## config.mk

```make
export PLATFORM = sky130hd
export DESIGN_NAME = st_packet_channel_arbiter
export DESIGN_NICKNAME = d
export VERILOG_FILES = /design/src/rtl/st_packet_channel_arbiter.sv
export SDC_FILE = /design/constraint.sdc
export NUM_CORES = 1
export LEC_CHECK = 0
export CORE_MARGIN = 4
export CORE_UTILIZATION = 41
export DETAILED_ROUTE_END_ITERATION = 8
export MAX_ROUTING_LAYER = met4
export PLACE_DENSITY = 0.88
export SLEW_MARGIN = 20
export SYNTH_ARGS = -nofsm -noshare
export SYNTH_HDL_FRONTEND = slang
export SYNTH_SLANG_ARGS = --single-unit
```

## constraint.sdc

```tcl
create_clock -name clk -period 4 [get_ports clk]
set_clock_uncertainty 0.15 [all_clocks]
set_input_delay 0.8 -clock clk [delete_from_list [all_inputs] [get_ports clk]]
set_output_delay 0.8 -clock clk [all_outputs]
set_load 0.1 [all_outputs]
```

## src/rtl/st_packet_channel_arbiter.sv

```systemverilog
// Packet-granular round-robin arbiter: multiplexes NUM_INPUTS Avalon-ST streams
// onto one registered, channelized output stream, holding the grant until EOP.
module st_packet_channel_arbiter #(
    parameter int NUM_INPUTS = 2,
    parameter int DATA_W     = 8,
    parameter int CHANNEL_W  = 8
) (
    input  logic                         clk,
    input  logic                         reset_n,
    input  logic [NUM_INPUTS-1:0]        in_valid,
    output logic [NUM_INPUTS-1:0]        in_ready,
    input  logic [NUM_INPUTS*DATA_W-1:0] in_data,
    input  logic [NUM_INPUTS-1:0]        in_startofpacket,
    input  logic [NUM_INPUTS-1:0]        in_endofpacket,
    input  logic                         out_ready,
    output logic                         out_valid,
    output logic [DATA_W-1:0]            out_data,
    output logic [CHANNEL_W-1:0]         out_channel,
    output logic                         out_startofpacket,
    output logic                         out_endofpacket
);
    localparam int              IDX_W     = $clog2(NUM_INPUTS);
    localparam logic [0:0]      ST_IDLE   = 1'b0;
    localparam logic [0:0]      ST_LOCKED = 1'b1;
    localparam logic [IDX_W:0]  NUM_L     = (IDX_W+1)'(NUM_INPUTS);
    localparam logic [IDX_W-1:0] LAST_RST = IDX_W'(NUM_INPUTS - 1);

    logic [0:0]           state_q, state_d;
    logic [IDX_W-1:0]     lock_idx_q, lock_idx_d;
    logic [IDX_W-1:0]     last_grant_q, last_grant_d;
    logic                 out_valid_q, out_valid_d;
    logic [DATA_W-1:0]    out_data_q, out_data_d;
    logic [CHANNEL_W-1:0] out_channel_q, out_channel_d;
    logic                 out_sop_q, out_sop_d;
    logic                 out_eop_q, out_eop_d;

    logic                 rr_found_s;
    logic [IDX_W-1:0]     rr_idx_s;
    logic [IDX_W:0]       rr_sum_s;
    logic [IDX_W-1:0]     rr_wrap_s;
    logic [IDX_W-1:0]     rr_cand_s;
    logic                 grant_valid_s;
    logic [IDX_W-1:0]     grant_idx_s;
    logic                 slot_free_s;
    logic                 accept_s;
    logic [DATA_W-1:0]    sel_data_s;
    logic                 sel_sop_s;
    logic                 sel_eop_s;
    logic [NUM_INPUTS-1:0] in_ready_s;

    // Round-robin search over in_valid starting just after the last granted port
    always_comb begin
        rr_found_s = 1'b0;
        rr_idx_s   = {IDX_W{1'b0}};
        rr_sum_s   = {(IDX_W+1){1'b0}};
        rr_wrap_s  = {IDX_W{1'b0}};
        rr_cand_s  = {IDX_W{1'b0}};
        for (int k = 1; k <= NUM_INPUTS; k++) begin
            rr_sum_s   = {1'b0, last_grant_q} + (IDX_W+1)'(k);
            rr_wrap_s  = rr_sum_s[IDX_W-1:0] - NUM_L[IDX_W-1:0];
            rr_cand_s  = (rr_sum_s >= NUM_L) ? rr_wrap_s : rr_sum_s[IDX_W-1:0];
            rr_idx_s   = (!rr_found_s && in_valid[rr_cand_s]) ? rr_cand_s : rr_idx_s;
            rr_found_s = rr_found_s | in_valid[rr_cand_s];
        end
    end

    // Grant source: the locked port while a packet is open, otherwise the RR winner
    always_comb begin
        if (state_q == ST_LOCKED) begin
            grant_valid_s = 1'b1;
            grant_idx_s   = lock_idx_q;
        end else begin
            grant_valid_s = rr_found_s;
            grant_idx_s   = rr_idx_s;
        end
    end

    assign slot_free_s = !out_valid_q || out_ready;
    assign accept_s    = grant_valid_s && slot_free_s && in_valid[grant_idx_s];
    assign sel_data_s  = in_data[grant_idx_s*DATA_W +: DATA_W];
    assign sel_sop_s   = in_startofpacket[grant_idx_s];
    assign sel_eop_s   = in_endofpacket[grant_idx_s];

    // Ready is one-hot on the granted port; forced low while reset is held
    always_comb begin
        in_ready_s = {NUM_INPUTS{1'b0}};
        for (int i = 0; i < NUM_INPUTS; i++) begin
            in_ready_s[i] = reset_n && grant_valid_s && slot_free_s &&
                            (grant_idx_s == IDX_W'(i));
        end
    end

    // Lock/unlock on packet boundaries; SOP is deliberately ignored
    always_comb begin
        state_d      = state_q;
        lock_idx_d   = lock_idx_q;
        last_grant_d = last_grant_q;
        if (accept_s && (state_q == ST_IDLE)) begin
            last_grant_d = grant_idx_s;
            if (!sel_eop_s) begin
                state_d    = ST_LOCKED;
                lock_idx_d = grant_idx_s;
            end else begin
                state_d    = ST_IDLE;
            end
        end else if (accept_s && sel_eop_s) begin
            state_d = ST_IDLE;
        end else begin
            state_d = state_q;
        end
    end

    // Single output register stage: load on accept, empty on drain, else hold
    always_comb begin
        out_valid_d   = out_valid_q;
        out_data_d    = out_data_q;
        out_channel_d = out_channel_q;
        out_sop_d     = out_sop_q;
        out_eop_d     = out_eop_q;
        if (accept_s) begin
            out_valid_d   = 1'b1;
            out_data_d    = sel_data_s;
            out_channel_d = CHANNEL_W'(grant_idx_s);
            out_sop_d     = sel_sop_s;
            out_eop_d     = sel_eop_s;
        end else if (out_ready) begin
            out_valid_d = 1'b0;
        end else begin
            out_valid_d = out_valid_q;
        end
    end

    // State and output registers
    always_ff @(posedge clk or negedge reset_n) begin
        if (!reset_n) begin
            state_q       <= ST_IDLE;
            lock_idx_q    <= {IDX_W{1'b0}};
            last_grant_q  <= LAST_RST;
            out_valid_q   <= 1'b0;
            out_data_q    <= {DATA_W{1'b0}};
            out_channel_q <= {CHANNEL_W{1'b0}};
            out_sop_q     <= 1'b0;
            out_eop_q     <= 1'b0;
        end else begin
            state_q       <= state_d;
            lock_idx_q    <= lock_idx_d;
            last_grant_q  <= last_grant_d;
            out_valid_q   <= out_valid_d;
            out_data_q    <= out_data_d;
            out_channel_q <= out_channel_d;
            out_sop_q     <= out_sop_d;
            out_eop_q     <= out_eop_d;
        end
    end

    assign in_ready          = in_ready_s;
    assign out_valid         = out_valid_q;
    assign out_data          = out_data_q;
    assign out_channel       = out_channel_q;
    assign out_startofpacket = out_sop_q;
    assign out_endofpacket   = out_eop_q;

endmodule
```

==> impl_metrics.py <==
# Generated from Yosys and OpenROAD reports
metrics = {
    "yosys": {
        "edf_count": 0,
        "area_leaders": "dfrtp_1, mux2i_1, buf_4, nand2_1, dfstp_2",
        "async_flop_share_pct": 100.0,
        "top_area_share_pct": 40.82,
        "ys_area_um2": 858.3,
        "numSynthFlops": 15,
        "synth-main-ff-cell": "dfrtp_1",
        "yosys-stat-cells": 86,
        "ys_seq_share_pct": 43.88,
        "common_cells": "dfrtp_1, nand2_1, mux2i_1, buf_4, nor2_1",
        "yosysUniqueCellTypes": 28,
        "synth_area_per_cell_um2": 9.981,
        "yosysTopAreaCell": "dfrtp_1",
        "syn-cell-area_um2": 858.3,
    },
    "clock_tree": {
        "cts_tree": "yes",
        "clkTransAtPathRegs_ps": 80,
        "ctsHoldBuffers": 0,
        "h-tree-depth": 1,
        "postCtsSetupBuffers": 0,
        "clk_latency_ps": 270,
        "clockBufferDepth": 2,
        "cts-root-buf": "clkbuf_4",
        "cts_resized": 0,
    },
    "final_layout": {
        "num-nets-final": 152,
        "fin_util_pct": 64.52,
        "n_antenna_cell": 0,
        "syn_to_final_growth_pct": 48.98,
        "stdcell_count": 153,
        "drive_above_1_share_pct": 14.29,
    },
    "die": {
        "die_x_um": 53.76,
        "row_count": 16,
        "num_io_pins": 46,
        "core_um2": 1982,
        "die-area_um2": 2890,
        "core_util_floorplan_pct": 43.31,
    },
    "setup_path": {
        "critPathArrivalTime_ps": 2340,
        "crit_type": "input port to output pin",
        "worst-path-max-fanout": 7,
        "critPathLaunchType": "input port",
        "critPathCaptureType": "output pin",
        "worstPathRequired_ps": 3050,
    },
    "final_timing": {
        "fin_crit_ps": 3286,
        "max_slew_margin_pct": 33.96,
        "setup-violations-final": 0,
        "worstMarginPinSlew_ps": 987.5,
        "fin_ws_ps": 713.6,
        "finalSetupTns_ps": 0,
        "timing.hold.ws_ps": 340.2,
        "final.period_utilization_pct": 82.16,
        "finalMaxSlewViolations": 0,
        "rsz0062_at_grt": "false",
        "hold_viol": 0,
    },
    "run": {
        "tool_warnings": 26,
        "drv_cap": 0,
    },
    "routing": {
        "dr.pass1.iters": 4,
        "drt_iter0_drc": 3,
        "ant_nets": 0,
        "vias_per_cell": 4.706,
        "drc": 0,
    },
    "global_route": {
        "antenna_found_initial": 0,
        "grt_max_degree": 24,
        "grt-ovfl-total": 0,
        "grt_pass1_wl_mm": 3.401,
        "grt_pass1_vias": 767,
    },
    "place": {
        "gp_routability_congestion": 0.7458,
        "dp_cells": 149,
        "hpwl_mm": 1.625,
        "portBuffers": 38,
        "place_worst_setup_slack_ps": 715.6,
    },
    "run_status": {
        "outcome": "complete, no violations",
    },
    "worst_hold_path": {
        "hp-class": "flop to flop",
    },
}
==> registers in the layout, summed over array words and instances, names as in the netlist <==
| signal | flops |
|---|---|
| out_valid | 1 |
| out_data | 8 |
| last_grant_q | 1 |
| out_startofpacket | 1 |
| lock_idx_q | 1 |
| out_channel | 1 |
| state_q | 1 |
| out_endofpacket | 1 |
==> kinds of logic (layout without fill, tap and decap cells) <==
group / after synthesis / count (layout) / synth area share (%)
mux: 11 / 11 / 13.12
buf+inv: 13 / 47 / 10.79
flops: 15 / 15 / 43.88
compound gates: 20 / 20 / 18.22
simple gates: 26 / 26 / 13.56
other cells: 1 / 7 / 0.4369
==> area by class of cell <==
cell class / instances / area [um^2]
fillers: 156 / 703.2
multi-input cells: 64 / 411.6
well taps: 27 / 33.78
repair buffers: 41 / 422.9
inverters: 2 / 7.507
flip-flops and latches: 15 / 376.6
clock buffers: 4 / 26.28
==> worst paths after layout <==
path	startpoint	endpoint	slack [ps]	cells after the start
min in group asynchronous	reset_n	out_data[1]	720	2
worst min-delay path	out_channel[0]	out_channel[0]	340	2
max in group asynchronous	reset_n	last_grant_q	2730	2
worst min register to register	out_channel[0]	out_channel[0]	340	2
worst max register to register	state_q	out_endofpacket	2120	4
worst max-delay path	in_valid[0]	in_ready[0]	710	6
==> cells in the final DEF, fill, tap and decap left out, types with 3 or more instances in the layout <==
| cell type | instances |
|---|---|
| dfrtp_1 | 14 |
| mux2i_1 | 9 |
| conb_1 | 7 |
| buf_4 | 3 |
| o21ai_1 | 5 |
| nand2_1 | 14 |
| o21ai_2 | 3 |
| clkbuf_4 | 3 |
| o21ai_0 | 4 |
| nor2_1 | 6 |
| clkdlybuf4s50_1 | 36 |
==> worst max-delay path, cell delays in order <==
cell and delay [ps]:
clkdlybuf4s50_1 600, nand2_1 130, a31oi_4 310, inv_1 100
nor2_1 190, buf_12 200
==> stage by stage <==
step	cell area [um^2]
2_1_floorplan	880.8
3_3_place_gp	1252
3_5_place_dp	1252
4_1_cts	1279
5_1_grt	1279
6_report	1279
==> per-layer routing <==
layer	track usage, %	vias to the layer above	wire length (um)
met5	-	-	0
met4	2.553	0	8
met3	5.817	2	208
met2	25.60	31	912
met1	20.73	322	851
li1	-	365	-
layer_met3.png
Scale: 6 px per um. Cells faint in the background.
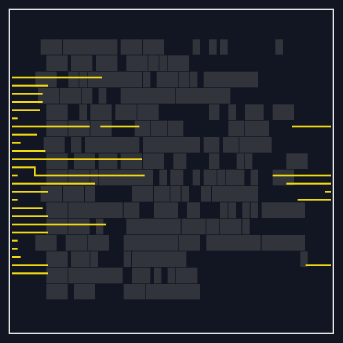
share of all routed wire: 11%
main direction: horizontal
nets with wire on the layer: 31
wire length on this layer: 208 um
M3 GR Usage: 5.817%
routed wire length: 1.980 mm
Vias: 720

metal_density.png
Scale: 6 px per um. The die is cut into 11 by 11 equal tiles; dark purple is low, yellow is high, scaled to the fullest tile. Values are wire area over tile area, all layers added.
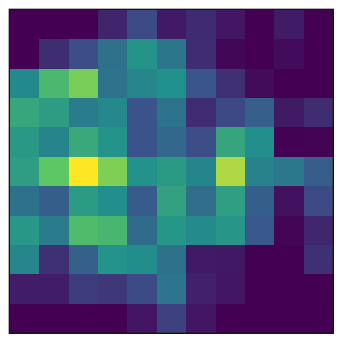
densest ninth of the die: middle left
tiles over half the peak: 22%
nearly empty tiles: 22%
mean over tiles: 0.11
fullest tile: 0.41
Total Routing Usage GR: 16.40%
Routed WL per cell: 12.94 um

clocks.png
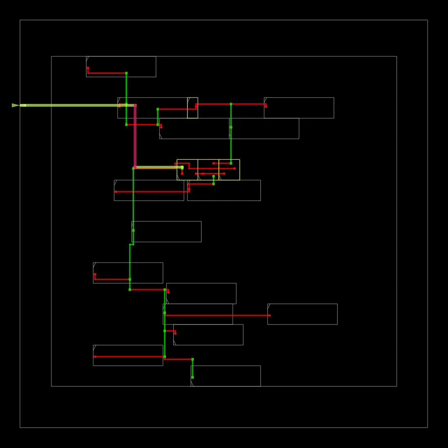
clock buf count: 4
Seq cells: 15
total CTS buffers: 3
Num Clock Sinks: 15

